$ cat src/rtl/batter_result_ctrl.sv
// rtl/batter_result_ctrl.sv - at-bat result sequencer and game-state keeper for the batter display
module batter_result_ctrl #(
    parameter int HOLD_CYCLES = 50_000_000,
    parameter int RUN_MAX     = 99
) (
    input  logic       clk,
    input  logic       rst_n,
    input  logic       new_game,
    input  logic       res_valid,
    input  logic [2:0] res_code,
    output logic       res_ready,
    output logic [4:0] hitout,
    output logic [2:0] bases,
    output logic [1:0] outs,
    output logic [6:0] runs,
    output logic       change_side,
    output logic       bad_code
);

    localparam int CW = $clog2(HOLD_CYCLES + 1);
    localparam logic [CW-1:0] LAST = CW'(HOLD_CYCLES - 1);
    localparam logic [2:0] CODE_OUT = 3'd5;

    typedef enum logic [1:0] {
        S_IDLE,
        S_SHOW,
        S_ADVANCE,
        S_CHANGE
    } state_t;

    state_t        state_q, state_d;
    logic [CW-1:0] cnt_q, cnt_d;
    logic [2:0]    code_q, code_d;
    logic [2:0]    bases_q, bases_d;
    logic [1:0]    outs_q, outs_d;
    logic [6:0]    runs_q, runs_d;
    logic          bad_q, bad_d;

    logic [6:0]    b4;
    logic [2:0]    scored;
    logic [7:0]    run_sum;
    logic          code_ok;

    // State register; new_game clears everything exactly like reset
    always_ff @(posedge clk) begin
        if (!rst_n || new_game) begin
            state_q <= S_IDLE;
            cnt_q   <= '0;
            code_q  <= '0;
            bases_q <= '0;
            outs_q  <= '0;
            runs_q  <= '0;
            bad_q   <= 1'b0;
        end else begin
            state_q <= state_d;
            cnt_q   <= cnt_d;
            code_q  <= code_d;
            bases_q <= bases_d;
            outs_q  <= outs_d;
            runs_q  <= runs_d;
            bad_q   <= bad_d;
        end
    end

    // Next-state logic: handshake, hold timing and the runner/run/out bookkeeping
    always_comb begin
        state_d = state_q;
        cnt_d   = cnt_q;
        code_d  = code_q;
        bases_d = bases_q;
        outs_d  = outs_q;
        runs_d  = runs_q;
        bad_d   = 1'b0;
        code_ok = (res_code >= 3'd1) && (res_code <= 3'd5);
        // Batter lands at bit N-1 and each runner moves N bases; bits 3 and up have crossed home
        b4      = ({3'b000, bases_q, 1'b0} << (code_q - 3'd1)) | (7'd1 << (code_q - 3'd1));
        scored  = 3'(b4[3]) + 3'(b4[4]) + 3'(b4[5]) + 3'(b4[6]);
        run_sum = {1'b0, runs_q} + {5'b00000, scored};
        case (state_q)
            S_IDLE: begin
                if (res_valid) begin
                    if (code_ok) begin
                        code_d  = res_code;
                        cnt_d   = '0;
                        state_d = S_SHOW;
                    end else begin
                        bad_d = 1'b1;
                    end
                end
            end
            S_SHOW: begin
                if (cnt_q == LAST) begin
                    cnt_d   = '0;
                    state_d = S_ADVANCE;
                end else begin
                    cnt_d = cnt_q + CW'(1);
                end
            end
            S_ADVANCE: begin
                if (code_q == CODE_OUT) begin
                    if (outs_q == 2'd2) begin
                        outs_d  = '0;
                        bases_d = '0;
                        cnt_d   = '0;
                        state_d = S_CHANGE;
                    end else begin
                        outs_d  = outs_q + 2'd1;
                        state_d = S_IDLE;
                    end
                end else begin
                    bases_d = b4[2:0];
                    runs_d  = (run_sum > 8'(RUN_MAX)) ? 7'(RUN_MAX) : run_sum[6:0];
                    state_d = S_IDLE;
                end
            end
            S_CHANGE: begin
                if (cnt_q == LAST) begin
                    cnt_d   = '0;
                    state_d = S_IDLE;
                end else begin
                    cnt_d = cnt_q + CW'(1);
                end
            end
            default: state_d = S_IDLE;
        endcase
    end

    // Outputs decoded purely from registered state
    always_comb begin
        res_ready   = (state_q == S_IDLE);
        hitout      = (state_q == S_SHOW) ? (5'b10000 >> (code_q - 3'd1)) : 5'b00000;
        change_side = (state_q == S_CHANGE) && (cnt_q == LAST);
        bases       = bases_q;
        outs        = outs_q;
        runs        = runs_q;
        bad_code    = bad_q;
    end

endmodule

$ cat config.mk
export PLATFORM = sky130hd
export DESIGN_NAME = batter_result_ctrl
export DESIGN_NICKNAME = d
export VERILOG_FILES = /design/src/rtl/batter_result_ctrl.sv
export SDC_FILE = /design/constraint.sdc
export NUM_CORES = 1
export LEC_CHECK = 0
export CAP_MARGIN = 20
export CORE_MARGIN = 3
export CORE_UTILIZATION = 53
export CTS_BUF_LIST = sky130_fd_sc_hd__clkbuf_8
export CTS_CLUSTER_SIZE = 20
export DETAILED_ROUTE_END_ITERATION = 10
export GPL_TIMING_DRIVEN = 0
export PLACE_DENSITY_LB_ADDON = 0.05
export SLEW_MARGIN = 20
export SYNTH_ARGS = -nofsm -noshare
export SYNTH_HDL_FRONTEND = slang
export SYNTH_SLANG_ARGS = --single-unit
$ cat constraint.sdc
create_clock -name clk -period 3.67 [get_ports clk]
set_input_delay 0.734 -clock clk [delete_from_list [all_inputs] [get_ports clk]]
set_output_delay 0.734 -clock clk [all_outputs]
set_load 0.01 [all_outputs]
Selected gate families:
(6 px per um)
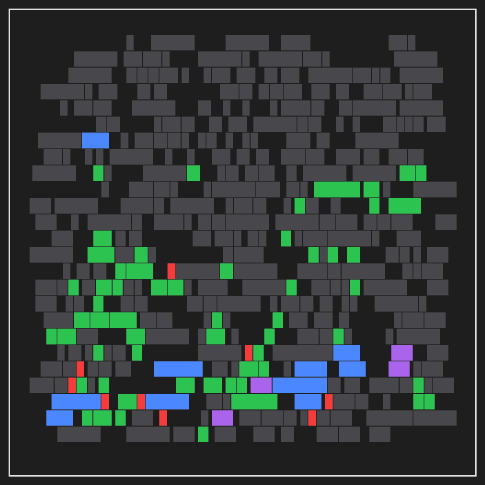
fa/ha/maj cells -> blue  # cells 10, most used ha_1
aoi and oai cells -> green  # cells 58, most used a21oi_1
mux cells -> purple  # cells 4, most used mux2i_1
inv cells -> red  # cells 9, most used inv_1
combinational share of cell area: 54.4%
most numerous logic cell after layout: dfxtp_1
Finished Layout Cells: 438

Congestion heat map:
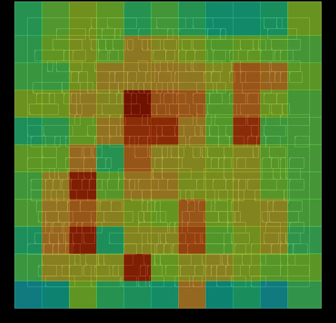
met1 GRT Util: 31.7%
global-route usage over all layers: 22.2%
WL/cell: 14.6 um
routing usage on met2: 34.2%
Util after Layout: 67.6%

==> flow_summary.json <==
{
  "status": "finished clean",
  "antenna_found_initial": 0,
  "mi_logic_area_sq_um": 1780,
  "aoi_share_pct": 16.7,
  "yosys.cell_count.top_type": "dfxtp_1",
  "seq_cell_count": 44,
  "buffers": 47,
  "endpoint_kind": "output port",
  "cts_resized": 11,
  "ir_drop_uv": 168,
  "yosys-stat-cells": 335,
  "die_h_um": 77.5,
  "min_from": "cnt_q[22]",
  "num-clock-buffers": 6,
  "nMultiInputCombCells": 263,
  "cts_hold_buf": 0,
  "timing.final.hold_violations": 0,
  "hold_path.class": "flop to flop",
  "worst_r2r_endpoint": "runs[2]",
  "syn-num-nets": 352,
  "n_antenna_cell": 0,
  "clock-sinks": 44,
  "io_pins": 27,
  "num_rows": 25,
  "tap_cells": 67,
  "period_needed_ps": 3470,
  "clk_path_buf_depth": 2,
  "drtIter0Drc": 116,
  "r2r_slack_ps": 210,
  "critPathRequiredTime_ps": 2940,
  "syn_to_final_growth_pct": 21.0,
  "rsz0062_at_grt": "false",
  "met1_length_mm": 3.21,
  "power.leakage_nw": 1.01,
  "largest_area_cell": "dfxtp_1",
  "hold-path-cell-count": 2,
  "worst_slew_pin_slew_ps": 562,
  "async_flop_share_pct": 0,
  "grt_max_degree": 15,
  "yosysUniqueCellTypes": 53,
  "fill_cells": 399,
  "overflow": 0,
  "wl_met2_mm": 2.80,
  "cellPowerDensity_nw_per_um2": 275,
  "synth_area_sq_um": 2710,
  "synthAdderAreaFrac_pct": 5.45,
  "initCoreUtil_pct": 55.9,
  "port-buffer-count": 26,
  "htreeDepth": 2,
  "nets": 387,
  "warning_count": 30,
  "routabilityCongestion": 0.921,
  "cts-root-buf": "clkbuf_8",
  "mux_area_share_pct": 1.48,
  "grt_pass1_vias": 2314,
  "maxCapViolCount": 0,
  "top_layer_used": "met4",
  "ys.flop_type": "dfxtp_1",
  "yosys_register_bits": 44,
  "synth_top_area_share_pct": 32.5,
  "clock_skew_ps": 8.80,
  "fin_crit_sh_pct": 94.6,
  "topCellsByArea": "dfxtp_1, xnor2_1, nor2_1, nand2_1, a21oi_1",
  "placed_cells_incl_taps": 428,
  "die_w_um": 77.5,
  "via_per_inst": 5.87,
  "num-nonclk-inverters": 9,
  "dr_wl_met3_um": 288,
  "cts_tree": "yes",
  "xor_share_pct": 7.11,
  "vias": 2573,
  "flop_area_sq_um": 882,
  "synth_seq_share_pct": 32.5,
  "finalWirelength_mm": 6.41,
  "cts_setup_buffers": 2,
  "drv_slew": 0,
  "top_cells_by_count": "dfxtp_1, nor2_1, nand2_1, a21oi_1, xnor2_1",
  "path_max_fanout": 5,
  "enable_flop_cells": 0,
  "r2r_start": "code_q[0]",
  "worstSetupPathType": "flop to output port",
  "grt_pass1_wl_mm": 11.0,
  "first_pass_iters": 4,
  "dpl_worst_slack_ps": -419,
  "relSlewSlack_pct": 62.6,
  "drc": 0,
  "ant_nets": 0,
  "sh_seq_area_pct": 26.9
}
-- worst max path at each step --
| stage | to | start | cells after the start |
|---|---|---|---|
| 6_report | change_side | cnt_q[7] | 5 |
| 2_1_floorplan | runs[3] | code_q[0] | 17 |
| 4_1_cts | runs[3] | code_q[0] | 16 |
| 3_5_place_dp | runs[3] | code_q[0] | 17 |
| 3_3_place_gp | runs[3] | code_q[0] | 17 |
| 5_1_grt | runs[2] | code_q[0] | 16 |
-- report_power, final --
group | switching (mW) | internal (mW) | total (mW) | leakage, nW
Sequential | 0.00221 | 0.480 | 0.482 | 0.355
Clock | 0.176 | 0.153 | 0.329 | 0.0434
Combinational | 0.0531 | 0.0369 | 0.0899 | 0.611
-- cells in the final DEF, fill, tap and decap left out, types with 4 or more instances in the layout --
master / count
buf_6: 5
xor2_1: 6
and4_1: 4
xnor2_1: 15
o21ai_0: 11
nand2_1: 28
nor2_1: 37
nand2b_1: 4
clkdlybuf4s50_1: 26
clkbuf_1: 12
nand4_1: 14
nor3_1: 10
ha_1: 5
inv_1: 9
mux2i_1: 4
and2_1: 10
clkbuf_8: 7
a21oi_1: 19
nand3_1: 14
nor2b_1: 4
dfxtp_1: 43
nor4b_1: 5
nor4_1: 9
-- critical path, cell delays in order, from the launching register on --
cell and delay (ps):
dfxtp_1 370, or4_1 530, or4_4 550, nor3_1 260, and3_1 200, clkdlybuf4s50_1 530
-- layer usage --
layer / global-route usage [%] / vias up
met5: 0 / -
met4: 6.94 / 0
met3: 3.83 / 10
met2: 34.2 / 75
met1: 31.7 / 1203
li1: - / 1285
-- registers in the layout, summed over array words and instances, names as in the netlist --
| register | count |
|---|---|
| state_q | 2 |
| code_q | 3 |
| cnt_q | 26 |
| outs | 2 |
| bad_code | 1 |
| runs | 7 |
| bases | 3 |
Power and IR drop assume default switching activity.
